[config.mk]
export PLATFORM = sky130hd
export DESIGN_NAME = video_cap_capture_sched
export DESIGN_NICKNAME = d
export VERILOG_FILES = /design/src/rtl/video_cap_capture_sched.sv
export SDC_FILE = /design/constraint.sdc
export NUM_CORES = 1
export LEC_CHECK = 0
export ABC_CLOCK_PERIOD_IN_PS = 6000
export CAP_MARGIN = 5
export CELL_PAD_IN_SITES_DETAIL_PLACEMENT = 1
export CELL_PAD_IN_SITES_GLOBAL_PLACEMENT = 1
export CORE_ASPECT_RATIO = 1.1
export CORE_MARGIN = 4
export CORE_UTILIZATION = 26
export CTS_CLUSTER_DIAMETER = 150
export CTS_CLUSTER_SIZE = 25
export DETAILED_ROUTE_END_ITERATION = 16
export PLACE_DENSITY = 0.57
export SETUP_SLACK_MARGIN = 0.15
export SLEW_MARGIN = 5
export SYNTH_ARGS = -nofsm -noshare
export SYNTH_HDL_FRONTEND = slang
export SYNTH_SLANG_ARGS = --single-unit
[constraint.sdc]
create_clock -name axi_aclk -period 6 [get_ports axi_aclk]
set_clock_uncertainty 0.1 [all_clocks]
set_input_delay 1.8 -clock axi_aclk [delete_from_list [all_inputs] [get_ports axi_aclk]]
set_output_delay 1.8 -clock axi_aclk [all_outputs]
set_load 0.02 [all_outputs]
[src/rtl/video_cap_capture_sched.sv]
// video_cap_capture_sched: start/stop capture sequencer for the C2H bridge with frame watchdog and overflow recovery.
// Optional VIDEO_CAP_AUTO_RECOVER_EN: overflow in ARM/RUN soft-resets the bridge and re-arms up to MAX_RETRY times.
module video_cap_capture_sched #(
  parameter int SOFT_RST_CYCLES = 16,
  parameter int FRAME_CNT_W = 16,
  parameter int MAX_RETRY = 3
) (
  input  logic                   axi_aclk,
  input  logic                   axi_aresetn,
  input  logic                   cmd_start,
  input  logic                   cmd_stop,
  input  logic [FRAME_CNT_W-1:0] cfg_frame_count,
  input  logic [31:0]            cfg_timeout_cycles,
  input  logic                   frame_done,
  input  logic                   bridge_overflow,
  output logic                   ctrl_enable,
  output logic                   ctrl_soft_reset,
  output logic                   sts_busy,
  output logic [2:0]             sts_state,
  output logic [FRAME_CNT_W-1:0] sts_frame_cnt,
  output logic [3:0]             sts_retry_cnt,
  output logic                   sts_err_timeout,
  output logic                   sts_err_overflow,
  output logic                   done_pulse
);
  typedef enum logic [2:0] {
    IDLE = 3'd0, FLUSH = 3'd1, ARM = 3'd2, RUN = 3'd3, DRAIN = 3'd4, RECOVER = 3'd5, FAULT = 3'd6
  } state_t;

  state_t state, state_n;
  logic [FRAME_CNT_W-1:0] frame_n, n_q, n_q_n;
  logic [31:0] to_q, to_q_n, wd, wd_n;
  logic [15:0] sr, sr_n;
  logic [3:0] retry_n;
  logic err_to_n, err_ov_n, done_n, active, hit, expire;

  assign active = state == ARM || state == RUN || state == DRAIN;
  assign hit = active && frame_done && n_q != '0 && sts_frame_cnt == n_q - FRAME_CNT_W'(1);
  // The watchdog expires on the cycle its count would reach the limit, unless a frame lands then.
  assign expire = active && !frame_done && to_q != '0 && wd == to_q - 32'd1;
  assign sts_state = state;

  always_comb begin
    state_n = state;
    frame_n = sts_frame_cnt;
    retry_n = sts_retry_cnt;
    err_to_n = sts_err_timeout;
    err_ov_n = sts_err_overflow;
    n_q_n = n_q;
    to_q_n = to_q;
    sr_n = '0;
    wd_n = '0;
    done_n = 1'b0;
    case (state)
      IDLE, FAULT: begin
        if (cmd_stop) state_n = IDLE;
        else if (cmd_start) begin
          n_q_n = cfg_frame_count;
          to_q_n = cfg_timeout_cycles;
          frame_n = '0;
          retry_n = '0;
          err_to_n = 1'b0;
          err_ov_n = 1'b0;
          state_n = FLUSH;
        end
      end
      FLUSH, RECOVER: begin
        sr_n = sr + 16'd1;
        if (cmd_stop) state_n = IDLE;
        else if (sr == 16'(SOFT_RST_CYCLES - 1)) state_n = ARM;
      end
      ARM, RUN, DRAIN: begin
        wd_n = frame_done ? '0 : wd + 32'd1;
        if (frame_done) frame_n = sts_frame_cnt + FRAME_CNT_W'(1);
        if (hit) begin
          done_n = 1'b1;
          state_n = IDLE;
        end else if (bridge_overflow) begin
          if (state == DRAIN) begin
            err_ov_n = 1'b1;
            state_n = IDLE;
          end else begin
`ifdef VIDEO_CAP_AUTO_RECOVER_EN
            if (sts_retry_cnt < 4'(MAX_RETRY)) begin
              retry_n = sts_retry_cnt + 4'd1;
              state_n = RECOVER;
            end else begin
              err_ov_n = 1'b1;
              state_n = FAULT;
            end
`else
            err_ov_n = 1'b1;
            state_n = FAULT;
`endif
          end
        end else if (cmd_stop) state_n = state == RUN ? DRAIN : IDLE;
        else if (frame_done) state_n = state == DRAIN ? IDLE : RUN;
        else if (expire) begin
          err_to_n = 1'b1;
          state_n = state == DRAIN ? IDLE : FAULT;
        end
      end
      default: state_n = IDLE;
    endcase
  end

  always_ff @(posedge axi_aclk or negedge axi_aresetn) begin
    if (!axi_aresetn) begin
      state <= IDLE;
      sts_frame_cnt <= '0;
      sts_retry_cnt <= '0;
      sts_err_timeout <= 1'b0;
      sts_err_overflow <= 1'b0;
      done_pulse <= 1'b0;
      ctrl_enable <= 1'b0;
      ctrl_soft_reset <= 1'b0;
      sts_busy <= 1'b0;
      n_q <= '0;
      to_q <= '0;
      wd <= '0;
      sr <= '0;
    end else begin
      state <= state_n;
      sts_frame_cnt <= frame_n;
      sts_retry_cnt <= retry_n;
      sts_err_timeout <= err_to_n;
      sts_err_overflow <= err_ov_n;
      done_pulse <= done_n;
      ctrl_enable <= state_n == ARM || state_n == RUN || state_n == DRAIN;
      ctrl_soft_reset <= state_n == FLUSH || state_n == RECOVER;
      sts_busy <= state_n != IDLE && state_n != FAULT;
      n_q <= n_q_n;
      to_q <= to_q_n;
      wd <= wd_n;
      sr <= sr_n;
    end
  end
endmodule
==> results.py <==
# Synthesis and PnR figures
metrics = {
    "critical_path": {
        "end_kind": "register",
        "startpoint": "frame_done",
        "cp.required_ps": 6200,
        "crit_path_end": "sts_busy$_DFF_PN0_",
        "cpPeakStageDelay_ps": 610,
        "path_depth": 9,
        "path_class": "in2reg",
        "rr_worst_depth": 11,
        "startpoint_type": "input pin",
        "critPathSlowestCell": "a211oi_1",
        "cp_common_cell": "o21ai_0",
    },
    "drt": {
        "wl_microns": 20200,
        "viasPerCell": 4.97,
        "dr_wl_met2_microns": 9470,
        "via_count": 5910,
        "top_layer": "met5",
        "first_pass_iters": 4,
        "routedWlPerCell_microns": 17.0,
        "wl_met3_microns": 862,
        "ant_nets": 0,
        "m1WireLength_microns": 9600,
    },
    "synthesis": {
        "ys_sh_mux": 0.0771,
        "ys_sh_simple": 0.244,
        "ys_warn_count": 0,
        "ys_sh_xor": 0.120,
        "syn_inst": 751,
        "fa_ha_area_frac": 0.0105,
        "ys_area_sq_mm": 0.00716,
        "common_cells": "dfrtp_1 (121), nor2_1 (88), xor2_1 (52)",
        "top_cell": "dfrtp_1",
        "ff_type": "dfrtp_1",
        "synthArstFlopShare": 1.00,
    },
    "final_layout": {
        "regArea_sq_mm": 0.00303,
        "n_antenna_cell": 1,
        "finalNonFillerCells": 1190,
        "inv_count": 17,
        "nets": 879,
        "sh_comb_area": 0.439,
        "logic_area_sq_mm": 0.00392,
        "seq_area_frac": 0.339,
        "logic_gates": 578,
        "syn2layout_area_growth_pct": 24.6,
        "num-nonclk-buffers": 84,
        "num-clock-buffers": 17,
    },
    "grt": {
        "antenna_found_initial": 1,
        "grt_max_degree": 85,
        "met3_usage": 0.0348,
        "grt_pass1_vias": 6143,
        "overflow": 0,
    },
    "pwr": {
        "switchingPower_w": 0.000784,
        "comb_power_w": 0.000415,
        "switching_share": 0.307,
        "total_power_w": 0.00256,
        "intPower_w": 0.00177,
        "p_per_area_mw_per_mm2": 287,
        "seqPwrFrac": 0.401,
        "pg_clk_w": 0.00112,
    },
    "placement": {
        "dpl_cell_area_sq_mm": 0.00829,
        "hpwl_microns": 14500,
    },
    "floorplanning": {
        "num_rows": 63,
        "core-area_sq_mm": 0.0270,
        "fp_util": 0.265,
        "tap_cells": 357,
        "chipArea_sq_mm": 0.0303,
        "die_h_microns": 182,
        "ioPinCount": 83,
    },
    "cts": {
        "cts_max_level": 4,
        "clkLatencyLatePin_ps": 430,
    },
    "timing": {
        "fin_setup_tns_ps": 0,
        "hold_viol_final": 0,
        "fin_ws_ps": 1530,
        "timing.final.max_slew_violations": 0,
        "fin_crit_sh": 0.745,
        "whs_ps": 378,
    },
    "job": {
        "maxCapViolations": 0,
        "warnings": 27,
    },
    "run_status": {
        "outcome": "finished clean",
    },
    "worst_hold_path": {
        "worstHoldPathCells": 1,
    },
}
Fig. 1: routing congestion map
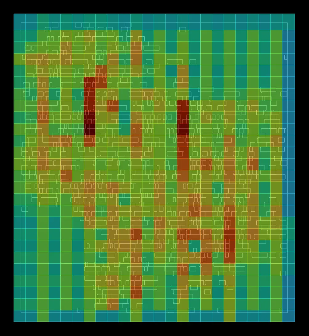
GR Util met2: 0.219
total track usage: 0.136
Core Util, Final: 0.330
gr busiest metal: met2

Fig. 2: drive-strength map
The bar under the picture is 50 microns long.
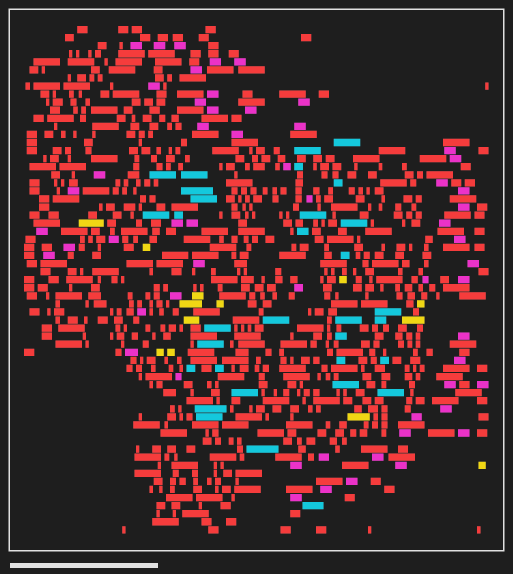
Key: _3 and _4 cells = yellow [cells 13, most used buf_4]; _6 and larger = cyan [cells 32, most used clkbuf_16]; _0 and _1 cells = red [cells 731, most used dfrtp_1]; _2 cells = magenta [cells 56, most used mux2_2]

Fig. 3: metal 2
The bar under the picture is 50 microns long.
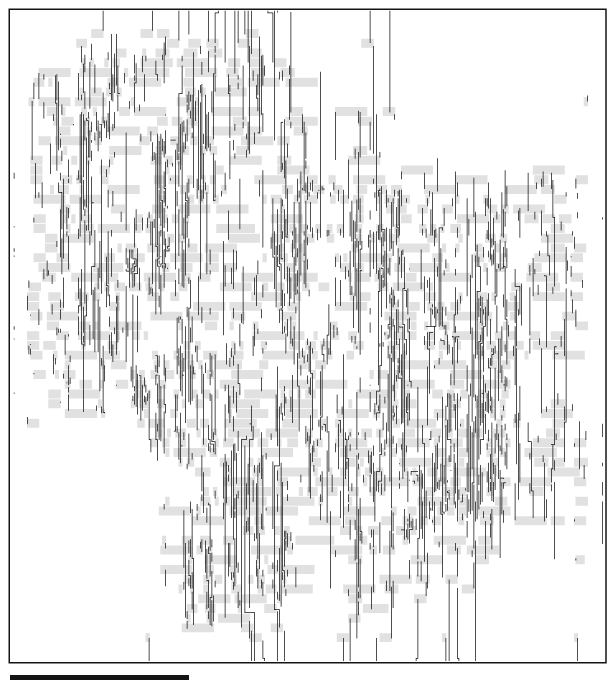
The longest straight run is 52.4 microns. 774 nets have wire on it.

Power figures rest on the tool's default switching activity, not on a simulated workload.
